$ cat config.mk
export PLATFORM = sky130hd
export DESIGN_NAME = multicycle_controller
export DESIGN_NICKNAME = d
export VERILOG_FILES = /design/src/rtl/multicycle_controller.sv
export SDC_FILE = /design/constraint.sdc
export NUM_CORES = 1
export LEC_CHECK = 0
export CAP_MARGIN = 20
export CORE_ASPECT_RATIO = 1.75
export CORE_MARGIN = 4
export CORE_UTILIZATION = 51
export DETAILED_ROUTE_END_ITERATION = 12
export PLACE_DENSITY = 0.81
export SYNTH_ARGS = -nofsm -noshare
export SYNTH_HDL_FRONTEND = slang
export SYNTH_SLANG_ARGS = --single-unit
$ cat constraint.sdc
create_clock -name clk -period 2.2 [get_ports clk]
set_input_delay 0.55 -clock clk [delete_from_list [all_inputs] [get_ports clk]]
set_output_delay 0.55 -clock clk [all_outputs]
set_load 0.05 [all_outputs]
$ cat src/rtl/multicycle_controller.sv
// Multi-cycle RV32I control FSM: FETCH/DECODE/EXEC/MEM/WB over one req/ready memory port,
// with memory-wait timeout, sticky FAULT/HALT and a saturating retire counter. Optional HALT via CTRL_HALT_EN.
module multicycle_controller #(
  parameter int         CNT_W       = 32,
  parameter int         MEM_TIMEOUT = 16,
  parameter logic [6:0] HALT_OPCODE = 7'b1111111
) (
  input  logic             clk,
  input  logic             reset,
  input  logic [6:0]       Opcode,
  input  logic             BranchTaken,
  input  logic             mem_ready,
  output logic             MemReq,
  output logic             MemWe,
  output logic             AddrSrc,
  output logic             IRWrite,
  output logic             ALUSrc,
  output logic [1:0]       ALUOp,
  output logic             RegWrite,
  output logic [1:0]       RWsel,
  output logic             PCWrite,
  output logic [1:0]       PCSrc,
  output logic             Halted,
  output logic             Fault,
  output logic [CNT_W-1:0] instret
);

  localparam logic [2:0] S_FETCH  = 3'd0;
  localparam logic [2:0] S_DECODE = 3'd1;
  localparam logic [2:0] S_EXEC   = 3'd2;
  localparam logic [2:0] S_MEM    = 3'd3;
  localparam logic [2:0] S_WB     = 3'd4;
  localparam logic [2:0] S_HALT   = 3'd5;
  localparam logic [2:0] S_FAULT  = 3'd6;

  localparam logic [2:0] CL_R    = 3'd0;
  localparam logic [2:0] CL_I    = 3'd1;
  localparam logic [2:0] CL_LOAD = 3'd2;
  localparam logic [2:0] CL_S    = 3'd3;
  localparam logic [2:0] CL_B    = 3'd4;
  localparam logic [2:0] CL_JAL  = 3'd5;
  localparam logic [2:0] CL_JALR = 3'd6;

`ifdef CTRL_HALT_EN
  localparam logic [2:0] HALT_DEST = S_HALT;
`else
  localparam logic [2:0] HALT_DEST = S_FAULT;
`endif

  localparam int WAIT_W = (MEM_TIMEOUT > 0) ? $clog2(MEM_TIMEOUT + 1) : 1;
  localparam logic [WAIT_W-1:0] WAIT_LIMIT = WAIT_W'(MEM_TIMEOUT);

  logic [2:0]        state_reg, state_next;
  logic [2:0]        class_reg, class_next;
  logic [WAIT_W-1:0] wait_reg, wait_next;
  logic [CNT_W-1:0]  instret_reg;
  logic              timeout_hit;

  logic       mem_req_c, mem_we_c, addr_src_c, ir_write_c, alu_src_c;
  logic       reg_write_c, pc_write_c;
  logic [1:0] alu_op_c, rw_sel_c, pc_src_c;

  assign timeout_hit = (MEM_TIMEOUT > 0) && (wait_reg == WAIT_LIMIT);

  always_comb begin
    state_next  = state_reg;
    class_next  = class_reg;
    wait_next   = '0;
    mem_req_c   = 1'b0;
    mem_we_c    = 1'b0;
    addr_src_c  = 1'b0;
    ir_write_c  = 1'b0;
    alu_src_c   = 1'b0;
    alu_op_c    = 2'b00;
    reg_write_c = 1'b0;
    rw_sel_c    = 2'b00;
    pc_write_c  = 1'b0;
    pc_src_c    = 2'b00;
    case (state_reg)
      S_FETCH: begin
        mem_req_c = 1'b1;
        if (mem_ready) begin
          ir_write_c = 1'b1;
          state_next = S_DECODE;
        end else if (timeout_hit) begin
          state_next = S_FAULT;
        end else begin
          wait_next = (wait_reg == '1) ? wait_reg : wait_reg + 1'b1;
        end
      end
      S_DECODE: begin
        state_next = S_EXEC;
        case (Opcode)
          7'b0110011: class_next = CL_R;
          7'b0010011: class_next = CL_I;
          7'b0000011: class_next = CL_LOAD;
          7'b0100011: class_next = CL_S;
          7'b1100011: class_next = CL_B;
          7'b1101111: class_next = CL_JAL;
          7'b1100111: class_next = CL_JALR;
          default:    state_next = (Opcode == HALT_OPCODE) ? HALT_DEST : S_FAULT;
        endcase
      end
      S_EXEC: begin
        state_next = S_WB;
        case (class_reg)
          CL_R: alu_op_c = 2'b10;
          CL_I: begin
            alu_src_c = 1'b1;
            alu_op_c  = 2'b10;
          end
          CL_LOAD, CL_S: begin
            alu_src_c  = 1'b1;
            state_next = S_MEM;
          end
          CL_B: begin
            alu_op_c   = 2'b01;
            pc_write_c = 1'b1;
            pc_src_c   = BranchTaken ? 2'b01 : 2'b00;
            state_next = S_FETCH;
          end
          CL_JALR: alu_src_c = 1'b1;
          default: ;
        endcase
      end
      S_MEM: begin
        mem_req_c  = 1'b1;
        addr_src_c = 1'b1;
        mem_we_c   = (class_reg == CL_S);
        if (mem_ready) begin
          if (class_reg == CL_S) begin
            pc_write_c = 1'b1;
            state_next = S_FETCH;
          end else begin
            state_next = S_WB;
          end
        end else if (timeout_hit) begin
          state_next = S_FAULT;
        end else begin
          wait_next = (wait_reg == '1) ? wait_reg : wait_reg + 1'b1;
        end
      end
      S_WB: begin
        reg_write_c = 1'b1;
        pc_write_c  = 1'b1;
        state_next  = S_FETCH;
        case (class_reg)
          CL_LOAD: rw_sel_c = 2'b10;
          CL_JAL: begin
            rw_sel_c = 2'b01;
            pc_src_c = 2'b01;
          end
          CL_JALR: begin
            rw_sel_c = 2'b01;
            pc_src_c = 2'b10;
          end
          default: ;
        endcase
      end
      S_HALT, S_FAULT: ;
      default: state_next = S_FAULT;
    endcase
  end

  always_ff @(posedge clk) begin
    if (reset) begin
      state_reg   <= S_FETCH;
      class_reg   <= CL_R;
      wait_reg    <= '0;
      instret_reg <= '0;
    end else begin
      state_reg <= state_next;
      class_reg <= class_next;
      wait_reg  <= wait_next;
      // Every PCWrite cycle retires exactly one instruction; saturate rather than wrap.
      if (pc_write_c && (instret_reg != '1))
        instret_reg <= instret_reg + 1'b1;
    end
  end

  // Reset masks all strobes combinationally so an in-flight request drops immediately.
  assign MemReq   = !reset && mem_req_c;
  assign MemWe    = !reset && mem_we_c;
  assign AddrSrc  = !reset && addr_src_c;
  assign IRWrite  = !reset && ir_write_c;
  assign ALUSrc   = !reset && alu_src_c;
  assign ALUOp    = reset ? 2'b00 : alu_op_c;
  assign RegWrite = !reset && reg_write_c;
  assign RWsel    = reset ? 2'b00 : rw_sel_c;
  assign PCWrite  = !reset && pc_write_c;
  assign PCSrc    = reset ? 2'b00 : pc_src_c;
  assign Fault    = !reset && (state_reg == S_FAULT);
`ifdef CTRL_HALT_EN
  assign Halted   = !reset && (state_reg == S_HALT);
`else
  assign Halted   = 1'b0;
`endif
  assign instret  = instret_reg;

endmodule

==> COMMIT_EDITMSG <==
Log flow metrics for this revision

* Largest stage delay on the critical path: 850 ps
* Setup violators final: 0
* Number of max-capacitance violations reported: 0
- DRC viols: 0
* Total power: 0.00156 W
- The final layout reports a setup TNS of 0 ps.
- Chip area from the yosys synthesis statistics: 2630 µm²
- Commonest flop: sky130_fd_sc_hd__dfxtp_1
- For the worst setup path, the data arrival time is 1590 ps.
- Count of flip-flops with a built-in enable after synthesis: 0
* Xor and xnor fraction of the mapped netlist area: 2.00%
- Per the Yosys statistics, synthesis produced 326 cells.
- Floorplan die area: 6400 µm²
- Largest fanout on the critical path: 6
* Final HPWL DP: 5.02 mm
* Leading power group: registers
- Result of the run: finished clean
* Mean area per synthesized cell: 8.05 µm²
- Maximum number of pins on one net before global-route repair: 33
- For the pin with the worst max-slew slack, the measured transition is 536 ps.
- Wirelength per Cell: 15.2 µm
* Net Switching: 0.000416 W
- Vias: 2,800
- Critical path, cell by cell: clkdlybuf4s50_1
- Post-CTS resize count: 6
* Number of buffers and inverters on the critical path: 1
* Shortest clock period the worst path allows after layout: 2140 ps
* Net count after synthesis: 341
- Number of cell rows: 34
- Combinational logic is responsible for 15.5% of the overall power.
- CTS reports a maximum clock tree buffer depth of 2.
* Type of the worst setup path: register to output pin
- Switching share of total power: 26.8%
- Count of clock tree sinks: 43
- Sorting the synthesized cells by area gives the leading types as sky130_fd_sc_hd__dfxtp_1 (33%), sky130_fd_sc_hd__a21oi_1 (5.7%), sky130_fd_sc_hd__nor2_1 (5.3%).
- The worst setup path is captured at an output pin.
- The layout has 380 filler cells.
- Maximum operating frequency: 467 MHz
- Setup repair after global routing could not meet its margin everywhere.
- The first detailed-routing pass ran for 4 iterations.
## per-layer routing
metal | vias up | track usage, % | routed length [µm]
met5 | - | 0 | 0
met4 | 0 | 9.68 | 118
met3 | 12 | 3.93 | 374
met2 | 87 | 41.0 | 3880
met1 | 1332 | 22.0 | 2550
li1 | 1369 | - | -
## worst min-delay path by stage
stage	slack (ps)	endpoint	startpoint
floorplan	480	class_reg[0]	class_reg[0]
global placement	480	instret[13]	instret[13]
detailed placement	490	instret[13]	instret[13]
CTS	500	instret[13]	instret[13]
global route	540	instret[13]	instret[13]
finish	500	instret[13]	instret[13]
## layout make-up
cell class | instances | share of cell area [%]
Clock inverter | 1 | 0.138
Timing Repair Buffer | 87 | 23.1
Multi-Input combinational cell | 257 | 47.8
Tap cell | 54 | 1.86
Inverter | 8 | 0.827
Clock buffer | 6 | 2.28
Sequential cell | 43 | 24.1
## kinds of logic after synthesis
family	Yosys count
compound gates	71
xor+xnor	6
fa+ha+maj	4
buf+inv	26
flops	43
mux	10
other cells	1
simple gates	165
## layout by cell type (no fill, tap or decap), drive strengths merged, types with 9 or more instances in the layout
cell / count
nand4: 10
nand3: 15
nor2: 38
nor4: 9
buf: 46
and3: 9
or4: 15
a21oi: 30
nand2: 20
clkdlybuf4s50: 39
nor2b: 10
dfxtp: 43
o21ai: 11
o31ai: 16
## through the flow
stage	util [%]	setup slack, ps	std cells
2_1_floorplan	-	-231	326
3_3_place_gp	69.5	-244	445
5_1_grt	72.9	-6.50	456
6_report	72.9	60.6	456
3_5_place_dp	69.5	-299	445
4_1_cts	72.2	25.2	456
Figure 1. Ports around the boundary.
Pins as bars across the die edge, other pins in gray.
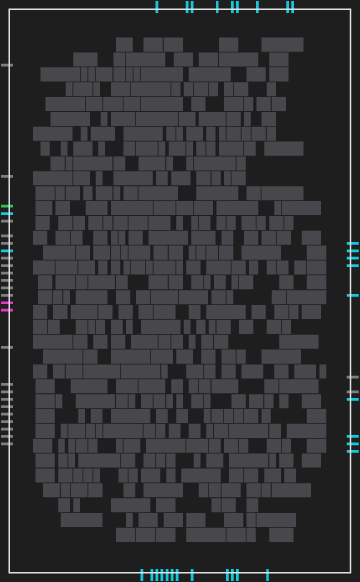
legend:
  cyan:
    port: `instret`
    pins: 32
    direction: output
    edge: 12 bottom, 9 top, 9 right, 2 left
  magenta:
    port: `ALUOp`
    pins: 2
    direction: output
    edge: left
  green:
    port: `MemReq`
    pins: 1
    direction: output
    edge: left
all pins by edge: 26 left, 12 bottom, 11 right, 9 top
floorplan die height: 103 µm
port buffer count: 56
die span in x: 62.2 µm

Figure 2. Clock network drawn from the DEF.
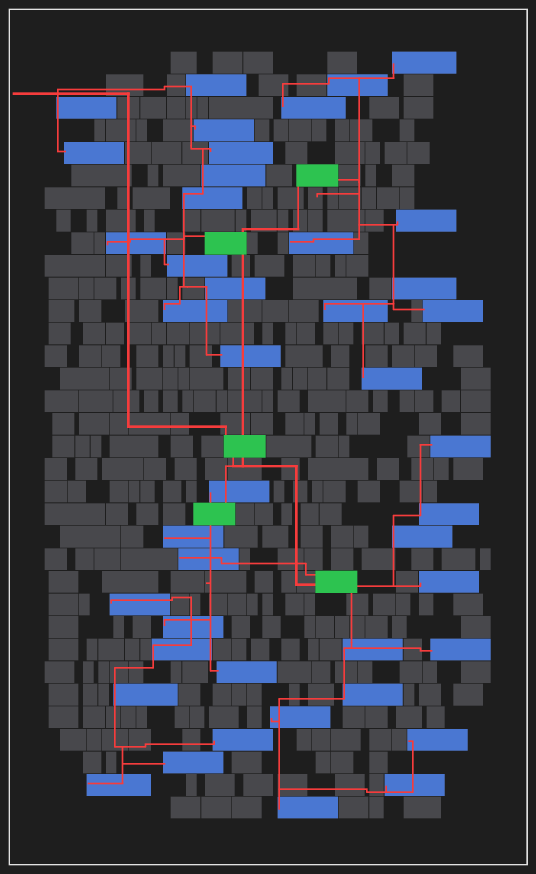
legend:
  red:
    item: clock wires
    length: 566 µm
  green:
    item: clock drivers
    count: 5
  blue:
    item: flip-flops
    count: 43
routed clock nets: 6
Clk power: 0.000517 W
clock network fraction of total power: 33.2%
Skew-Pair Late Insertion Delay: 300 ps
worst clock skew: 6.95 ps

Figure 3. Placed cells, one color a class.
Bar = 20 µm.
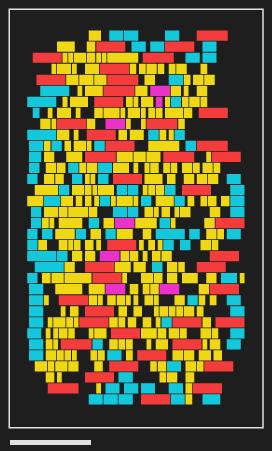
legend:
  magenta:
    class: clock drivers and dummy loads
    cells: 7
  yellow:
    class: combinational and other logic
    cells: 265
  cyan:
    class: other buffers and delay cells
    cells: 87
  red:
    class: flops
    cells: 43
flop share of the area: 24.1%
Final Util: 72.9%
area of all placed cells without fillers: 3630 µm²

Figure 4. Clock wiring as the flow saved it.
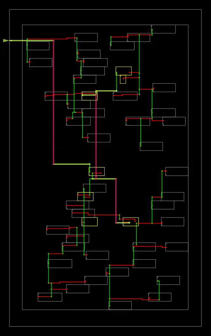
clock buffer instance count of the final layout: 6
CTS buffer count: 5

Figure 5. Cell sizes after repair.
Bar = 20 µm.
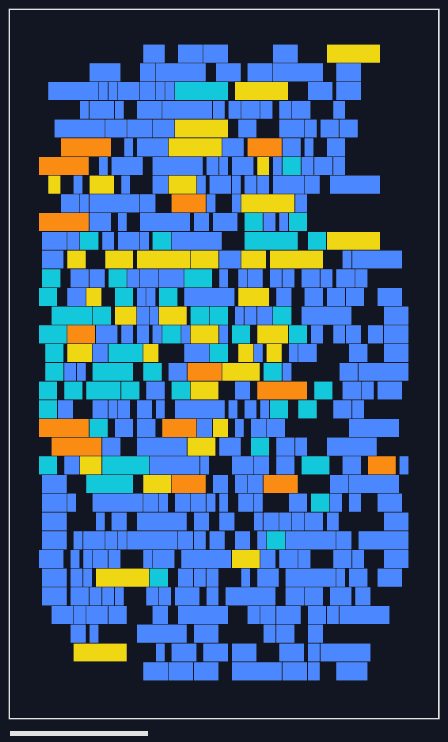
legend:
  orange:
    size: _6 and larger
    cells: 14
  yellow:
    size: _2 cells
    cells: 35
    most_used: dfxtp_2
  cyan:
    size: _3 and _4 cells
    cells: 48
    most_used: buf_4
  blue:
    size: _0 and _1 cells
    cells: 305
    most_used: clkdlybuf4s50_1
post-synthesis to final-layout area growth: 38.3%
Final WS setup: 60.6 ps
non-clock buffer count in the final layout: 87

Power and IR drop assume default switching activity.
